==> config.mk <==
export PLATFORM = sky130hd
export DESIGN_NAME = fetch_sequencer
export DESIGN_NICKNAME = d
export VERILOG_FILES = /design/src/rtl/fetch_sequencer_pkg.sv /design/src/rtl/fetch_sequencer.sv
export SDC_FILE = /design/constraint.sdc
export NUM_CORES = 1
export LEC_CHECK = 0
export CAP_MARGIN = 20
export CORE_AREA = 2 2 46 53
export DETAILED_ROUTE_END_ITERATION = 7
export DIE_AREA = 0 0 48 55
export GPL_TIMING_DRIVEN = 0
export PLACE_DENSITY = 0.76
export SLEW_MARGIN = 20
export SYNTH_ARGS = -nofsm -noshare
export SYNTH_HDL_FRONTEND = slang
export SYNTH_SLANG_ARGS = --single-unit
==> constraint.sdc <==
create_clock -name clk -period 1.7 [get_ports clk]
set_input_delay 0.255 -clock clk [delete_from_list [all_inputs] [get_ports clk]]
set_output_delay 0.255 -clock clk [all_outputs]
set_load 0.01 [all_outputs]
==> src/rtl/fetch_sequencer_pkg.sv <==
// Shared definitions for the fetch/decode sequencer:
// opcode constants, state encoding and default widths.
package fetch_sequencer_pkg;

    localparam int WORD_SIZE    = 10;
    localparam int ADDRESS_SIZE = 8;

    localparam logic [1:0] OP_ALU = 2'b00;
    localparam logic [1:0] OP_JMP = 2'b01;
    localparam logic [1:0] OP_BZ  = 2'b10;
    localparam logic [1:0] OP_HLT = 2'b11;

    typedef enum logic [2:0] {
        S_IDLE,
        S_FETCH,
        S_LOAD,
        S_DECODE,
        S_EXEC,
        S_HALT
    } state_t;

endpackage

==> src/rtl/fetch_sequencer.sv <==
// Program counter owner: walks each instruction through
// fetch, IR load, decode and execute; resolves JMP/BZ/HLT.
import fetch_sequencer_pkg::*;

module fetch_sequencer #(
    parameter int word_size    = WORD_SIZE,
    parameter int address_size = ADDRESS_SIZE,
    parameter logic [address_size-1:0] RESET_PC = '0
) (
    input  logic                    clk,
    input  logic                    rst,
    input  logic                    run,
    output logic                    mem_req,
    output logic [address_size-1:0] mem_addr,
    input  logic                    mem_ack,
    output logic                    ir_load,
    input  logic [word_size-1:0]    ir_q,
    input  logic                    zero_flag,
    output logic                    exec_start,
    input  logic                    exec_done,
    output logic [address_size-1:0] pc,
    output logic                    halted
);

    state_t                  state;
    state_t                  state_next;
    logic [address_size-1:0] pc_next;
    logic [1:0]              opcode;
    logic [address_size-1:0] operand;

    assign opcode  = ir_q[word_size-1:word_size-2];
    assign operand = ir_q[address_size-1:0];

    always_ff @(posedge clk) begin
        if (rst) begin
            state <= S_IDLE;
            pc    <= RESET_PC;
        end else begin
            state <= state_next;
            pc    <= pc_next;
        end
    end

    // exec_start decodes the IR register output, never a raw input
    always_comb begin
        state_next = state;
        pc_next    = pc;
        exec_start = 1'b0;
        unique case (state)
            S_IDLE: begin
                if (run) state_next = S_FETCH;
            end
            S_FETCH: begin
                if (mem_ack) state_next = S_LOAD;
            end
            S_LOAD: begin
                pc_next    = pc + address_size'(1);
                state_next = S_DECODE;
            end
            S_DECODE: begin
                unique case (opcode)
                    OP_ALU: begin
                        exec_start = 1'b1;
                        state_next = S_EXEC;
                    end
                    OP_JMP: begin
                        pc_next    = operand;
                        state_next = S_IDLE;
                    end
                    OP_BZ: begin
                        if (zero_flag) pc_next = operand;
                        state_next = S_IDLE;
                    end
                    OP_HLT: begin
                        state_next = S_HALT;
                    end
                    default: state_next = S_IDLE;
                endcase
            end
            S_EXEC: begin
                if (exec_done) state_next = S_IDLE;
            end
            S_HALT: begin
                state_next = S_HALT;
            end
            default: state_next = S_IDLE;
        endcase
    end

    assign mem_req  = (state == S_FETCH);
    assign mem_addr = pc;
    assign ir_load  = (state == S_LOAD);
    assign halted   = (state == S_HALT);

endmodule

**Run 1: gate-type map**

Drawn at 10 px/µm.
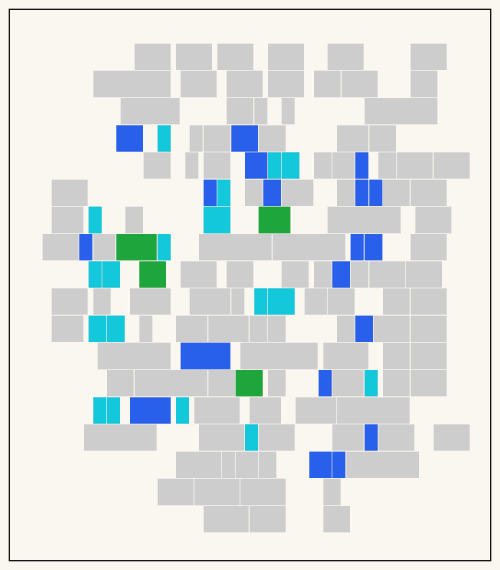
blue -> nand cells  # cells 19, most used nand2_1
green -> non-inverting ao/oa cells  # cells 4, where center
cyan -> nor cells  # cells 18, most used nor2_1

**Run 1: clock network drawn from the DEF**

Drawn at 6 px/µm.
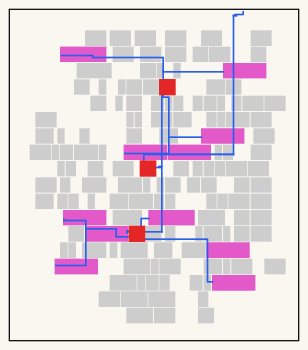
magenta -> flip-flops  # count 11
red -> clock-net drivers  # count 3
blue -> clock wires  # length 186 µm
routed clock nets = 4

**Run 1: track usage over the die**

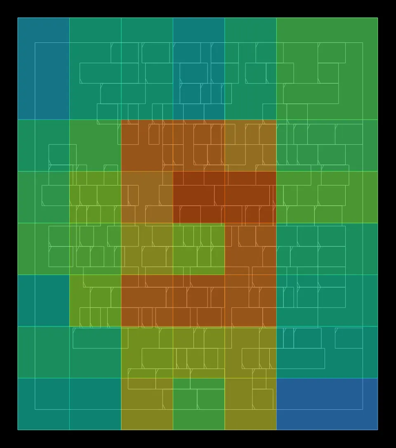
post-DR wirelength/cell: 12.1 µm
met2 Usage GRT: 0.304
most heavily used metal layer in global routing: met2
met1 Resource Use GR: 0.211
Finished Core Util: 0.592

==> run notes, run 1 <==
The worst register-to-register path has a depth of 4. The run gives 0 as the number of antenna violations at the first check in global routing. With the synthesized net count at 126, the multi-input gate share of total cell area is 0.385.

The worst setup path is of the register to output pin kind. The worst setup slack after placement was -0.257 ns; the data required time of the critical path was 1.44 ns. For the worst min-delay path, the startpoint reported by OpenROAD is state[2]$_SDFFE_PP0P_. The proportion of power drawn by flip-flops and latches came out at 0.426. The run gives 0.176 for the share of cell area taken by flip-flops and latches. The logs give 14 for the DRC violation total after the first TritonRoute iteration and 897 for the via count of the routed design. The tools report the total negative slack for setup checks as 0 ns. Per the layout report, the design carries 4 clock buffers.

The cell count listed in synth_stat.txt came out at 105. The startpoint of the most critical register-to-register path was mem_addr[0]$_SDFFE_PP0P_. The run gives 0.288 for the combinational share of power. The run gives 1.39 ns as the critical path arrival.

The logs give 277 µW for the sequential cell power and 0.286 for the share of total power in the clock network. Setup slack on the critical path of the routed design comes to 0.0573 ns. The tools report the net switching power of the design as 191 µW.

The tools report the overall routed net length as 2120 µm. Per the OpenROAD power report, leakage power amounts to 0.000539 µW. Warnings raised by the tools during the run amount to 29.

Capture instance of the worst register-to-register path: mem_addr[6]$_SDFFE_PP0P_. In this run, power in combinational logic comes to 187 µW. After synthesis the cells add up to 832 µm². The longest individual stage delay on the worst path is 0.52 ns. The run gives 176 as the final non-filler cell total.

For the storage element area, the log shows 223 µm². The min-delay analysis places its worst path in the category register to register. Ranked by total cell area, the synthesized netlist is headed by dfxtp_1 (26%), buf_4 (9.0%), ha_1 (7.5%).

The run gives 0.265 as the register area share after synthesis. The worst setup path is captured at an output pin. The number of clock buffers added by TritonCTS is 3. After clock tree synthesis, the clock-pin slew on the worst setup and hold paths is 0.07 ns. The start point of the critical path was mem_addr[0]$_SDFFE_PP0P_.

For the floorplan-stage core utilization, the log shows 0.389. The total number of placement rows was 18; the cell total after placement was 170. The fraction of area in clock buffers and inverters works out to 0.0207. The Yosys step of the flow raised 0 warnings. The timing report lists the critical path depth as 2 cells. Max fanout on the critical path was recorded as 7.

With the net switching share of the total power at 0.293, the number of buffers inserted by port buffering is 35. Traced cell by cell, the critical path runs through buf_4, clkdlybuf4s50_1. Power comes to 650 µW.

For reference, the post-synthesis area per instance comes to 7.92 µm². The number of enable-type register cells in the synthesized netlist came out at 0. In this run the full chip footprint comes out at 2640 µm². The timing report notes that buffer and inverter cells on the critical path total 2. Entering global routing, the biggest net connects 11 pins. With the share of layout cells above drive strength 1 at 0.192, the multi-input combinational gate total is 75. The logs give 168 for the final layout net count and 0.33 ns for the setup slack of the worst register-to-register path. Clock insertion delay at the later pin of the skew report: 0.28 ns.

The proportion of final cell area spent on non-clock buffers came out at 0.370. With the final critical-path share of the clock period at 0.966, the boundary pin count is 36. The first-pass detailed-route iteration total is 4. The script parses the final routing iteration and logs DRC violations as 0. The number of instances on the worst hold path was 1.

For hold timing, the worst endpoint is state[1]$_SDFFE_PP0P_. The share of the synthesized area in the top cell type was 0.265; the maximum achievable frequency was 609 MHz. The total cell area at the placement stage is 1220 µm², and the number of hold buffers added after CTS is 0.

The die is 55 µm tall. The clock passes through at most 2 buffers. Counting distinct cell types in the post-synthesis netlist gives 39. The placed wire-length estimate after detailed placement was 1570 µm. Worst hold margin: 0.518 ns.

Synthesis handed over a netlist of 105 instances. The run gives 3350 µm as the first-pass GRT wire length. Counting pins that exceed their max-slew limit in the final report gives 0. With the total of max-cap violations at 0, the floorplan die width is 48 µm. The floorplan report lists the tap cell count as 30. The plain and repair buffers instantiated in the layout total 50. The final timing report counts setup violations totalling 0. For the count of fill cells added during filler insertion, the log shows 205. The CTS log lists the clock sinks for this run as 11. Number of H-tree levels: 1. The most frequently used library cell after synthesis is nor2_1. In this run the post-CTS setup repair buffer count came out at 0.

Kind of launch point of the worst setup path: a register. The logs give 0.687 for the worst slew slack as a fraction of its limit and 7 for the quantity of gates resized following cts. Among all stages on the critical path, the largest delay is contributed by clkdlybuf4s50_1. Area added between synthesis and finish: 52.3%. The aggregate global-route resource usage was 0.180. The run gives 6 for the non-clock inverter count in the final layout.

TritonCTS built the clock tree. Top power consumer group: sequential cells. Summing all non-filler instances in the final layout gives an area of 1270 µm². Subtracting the final worst setup slack from the clock period gives 1.64 ns. In the synthesis report, Yosys lists the chip area as 832 µm².

In this run the VDD rail shows a maximum IR drop of 0.349 mV. Nets still carrying antenna violations after routing amount to 0. The most critical setup path has its endpoint at pc[0]. The run gives 0 as the final number of hold-violating endpoints.

The kind of cell adding the most delay to the critical path was buffers and inverters. The run gives 5.10 for the routed via count divided by cell count. The tools report the final weighted congestion of routability-driven global placement as 0.819.

The internal portion of the total power is 460 µW. The slew of the pin with the lowest slew margin is 0.469 ns. In the synthesized netlist the dominant register cell turns out to be dfxtp_1. The run finished with clean final reports.
-- run 1: worst reg2reg max path, stage by stage, from the launching register on --
cell,delay (ns)
dfxtp_1,0.45
ha_1,0.31
a31o_2,0.18
a21oi_1,0.07
o41ai_2,0.26
-- run 1: cells by family after synthesis --
group | share of synthesized area
fa+ha+maj | 0.0752
simple gates | 0.266
mux | 0.0120
compound gates | 0.233
buf+inv | 0.149
flops | 0.265
-- run 1: registers in the layout, indices dropped and copies added (netlist names) --
| signal | count |
|---|---|
| state | 3 |
| mem_addr | 8 |
-- run 1: per-layer routing --
layer	up-vias	track usage	routed length, µm
li1	451	-	-
met1	398	0.211	899
met2	43	0.304	1050
met3	5	0.0292	125
met4	0	0.0946	48
met5	-	0	0
==> run 1 -> run 2 <==
--- a/config.mk
+++ b/config.mk
@@ -7,6 +7,7 @@
 export LEC_CHECK = 0
 export CAP_MARGIN = 20
 export CORE_AREA = 2 2 46 53
+export CTS_CLUSTER_SIZE = 24
 export DETAILED_ROUTE_END_ITERATION = 7
 export DIE_AREA = 0 0 48 55
 export GPL_TIMING_DRIVEN = 0
**Run 2: zoomed window**

Region (9, 2) to (39, 32) µm. Cells in gray, sequential cells in the stronger gray; small squares are vias.
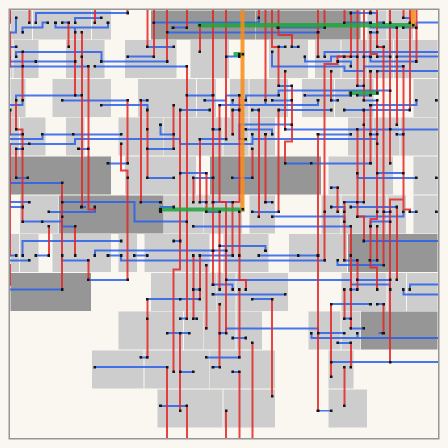
green -> M3
orange -> M4
blue -> M1
red -> M2
most frequent = dfxtp_1 (7), nor2_1 (6), clkdlybuf4s50_1 (6)
sequential cells in the window = 8
netlist names of flops here include = mem_addr (5), state (3)
cells with their middle in the window = 76

**Run 2: signal metal coverage by tile**

Drawn at 6 px/µm. 10 x 11 tiles, from white (low) to dark blue (high), scaled to the fullest tile. Values are wire area over tile area, all layers added.
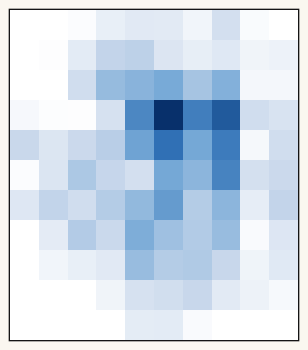
mean over tiles = 0.13
densest ninth of the die = center
nearly empty tiles = 21%
fullest tile = 0.61
emptiest ninth of the die = south-west
via count: 897
WL final: 2120 µm
overall global routing resource usage: 0.180

==> run notes, run 2 <==
The analysis attributes to cell leakage a power of 0.000539 µW. The cell depth of the worst setup path came out at 2. Per the log, the first TritonRoute iteration ended with a DRC count of 14.

The run gives 35 for the number of buffers inserted by port buffering. The detailed-routing wirelength on met1 was 899 µm; the number of signal-net buffers in the layout was 50. With the maximum achievable frequency at 609 MHz, the number of hold buffers added after CTS is 0. The register with the most flip-flops in the layout has 8 of them. Wire segments on met2 add up to 1050 µm in the final route.

The worst setup path is launched from a register. Floorplan die width: 48 µm. The design received a total of 30 well taps at floorplan. The share of cell area taken by flip-flops and latches was 0.176. TritonCTS built the clock tree.

Yosys attributes the largest share of cell area to dfxtp_1 (26%), buf_4 (9.0%), ha_1 (7.5%). The met3 global-route usage was 0.0292; the average wire per cell in the routed design was 12.1 µm. The slew of the pin with the lowest slew margin came out at 0.469 ns.

The run finished with clean final reports. The tally of clock buffers in the finished layout came out at 4. Met2 routing resource usage after global routing: 0.304.

The gate count of the mapped netlist is 105, and the count of clock tree sinks is 11. The residual antenna-violating net count after detailed routing is 0, and the net switching share of the total power is 0.293. The number of nets handed over by synthesis was 126. For hold timing, the worst endpoint is state[1]$_SDFFE_PP0P_.

Worst slew slack as a fraction of its limit: 0.687. Path type of the worst setup path: register to output pin. Power consumption: 650 µW. The fraction of area in clock buffers and inverters came out at 0.0207. TritonCTS created 3 clock buffers. On the worst path, the slowest cell contributes a delay of 0.52 ns.

The final critical-path share of the clock period was 0.966. First-pass GRT wire length: 3350 µm. Dividing the detail-routed via count by the number of cells gives 5.10. Looking at the gate-level netlist, the highest instance count belongs to nor2_1.

The topmost layer with routed signal wires is met4. Counting the warning lines in the Yosys log gives 0. In this run the VDD rail shows a maximum IR drop of 0.349 mV. The tools report the chip footprint as 2640 µm². The startpoint identified for the worst hold timing path is state[2]$_SDFFE_PP0P_.

The layer carrying the most global-route usage is met2. The number of instances on the worst hold path is 1, and the share of the synthesized area in the top cell type is 0.265. The number of cells reported by Yosys stat comes to 105. Multi-input gate share of total cell area: 0.385.

The number of H-tree levels was 1. Number of antenna violations at the first check in global routing: 0. The number of design rule violations left after detail routing came out at 0. From bottom edge to top edge, the die measures 55 µm. The floorplan-stage core utilization is 0.389. The final number of max-transition violations was 0; the proportion of power drawn by flip-flops and latches was 0.426. With the global-route met1 utilization at 0.211, the boundary pin count is 36. The post-synth count of flops with an enable pin is 0. The final layout net count is 168, and the mean post-synth cell area is 7.92 µm². The buffer count from post-CTS setup fixing is 0, and the clock insertion delay at the later pin of the skew report is 0.28 ns. After synthesis, the netlist uses 39 different library cells.

Traced cell by cell, the critical path runs through buf_4, clkdlybuf4s50_1. For the internal power consumption, the log shows 460 µW. The launch point of the critical path was reported as mem_addr[0]$_SDFFE_PP0P_.
[run 2: cells by family after synthesis]
group,synth area share
compound gates,0.233
fa+ha+maj,0.0752
buf+inv,0.149
flops,0.265
mux,0.0120
simple gates,0.266
[run 2: power groups by stage]
stage                     registers, µW  logic [µW]  clock network (µW)
after floorplan                     282        98.5                   0
after global placement              281         179                   0
after detailed placement            282         182                   0
after CTS                           276         184                 188
after global routing                278         205                 201
final                               277         187                 186
[run 2: stage by stage]
stage | setup slack (ns) | TNS, ns | instances | instance area (µm²)
final | 0.0573 | 0 | 176 | 1270
after CTS | 0.000230 | 0 | 174 | 1250
after global placement | -0.194 | -1.49 | 170 | 1220
after global routing | -0.0163 | -0.0252 | 176 | 1270
after floorplan | 0.431 | 0 | 105 | 832
after detailed placement | -0.257 | -1.86 | 170 | 1220
Power is estimated from default activity; no workload was simulated.
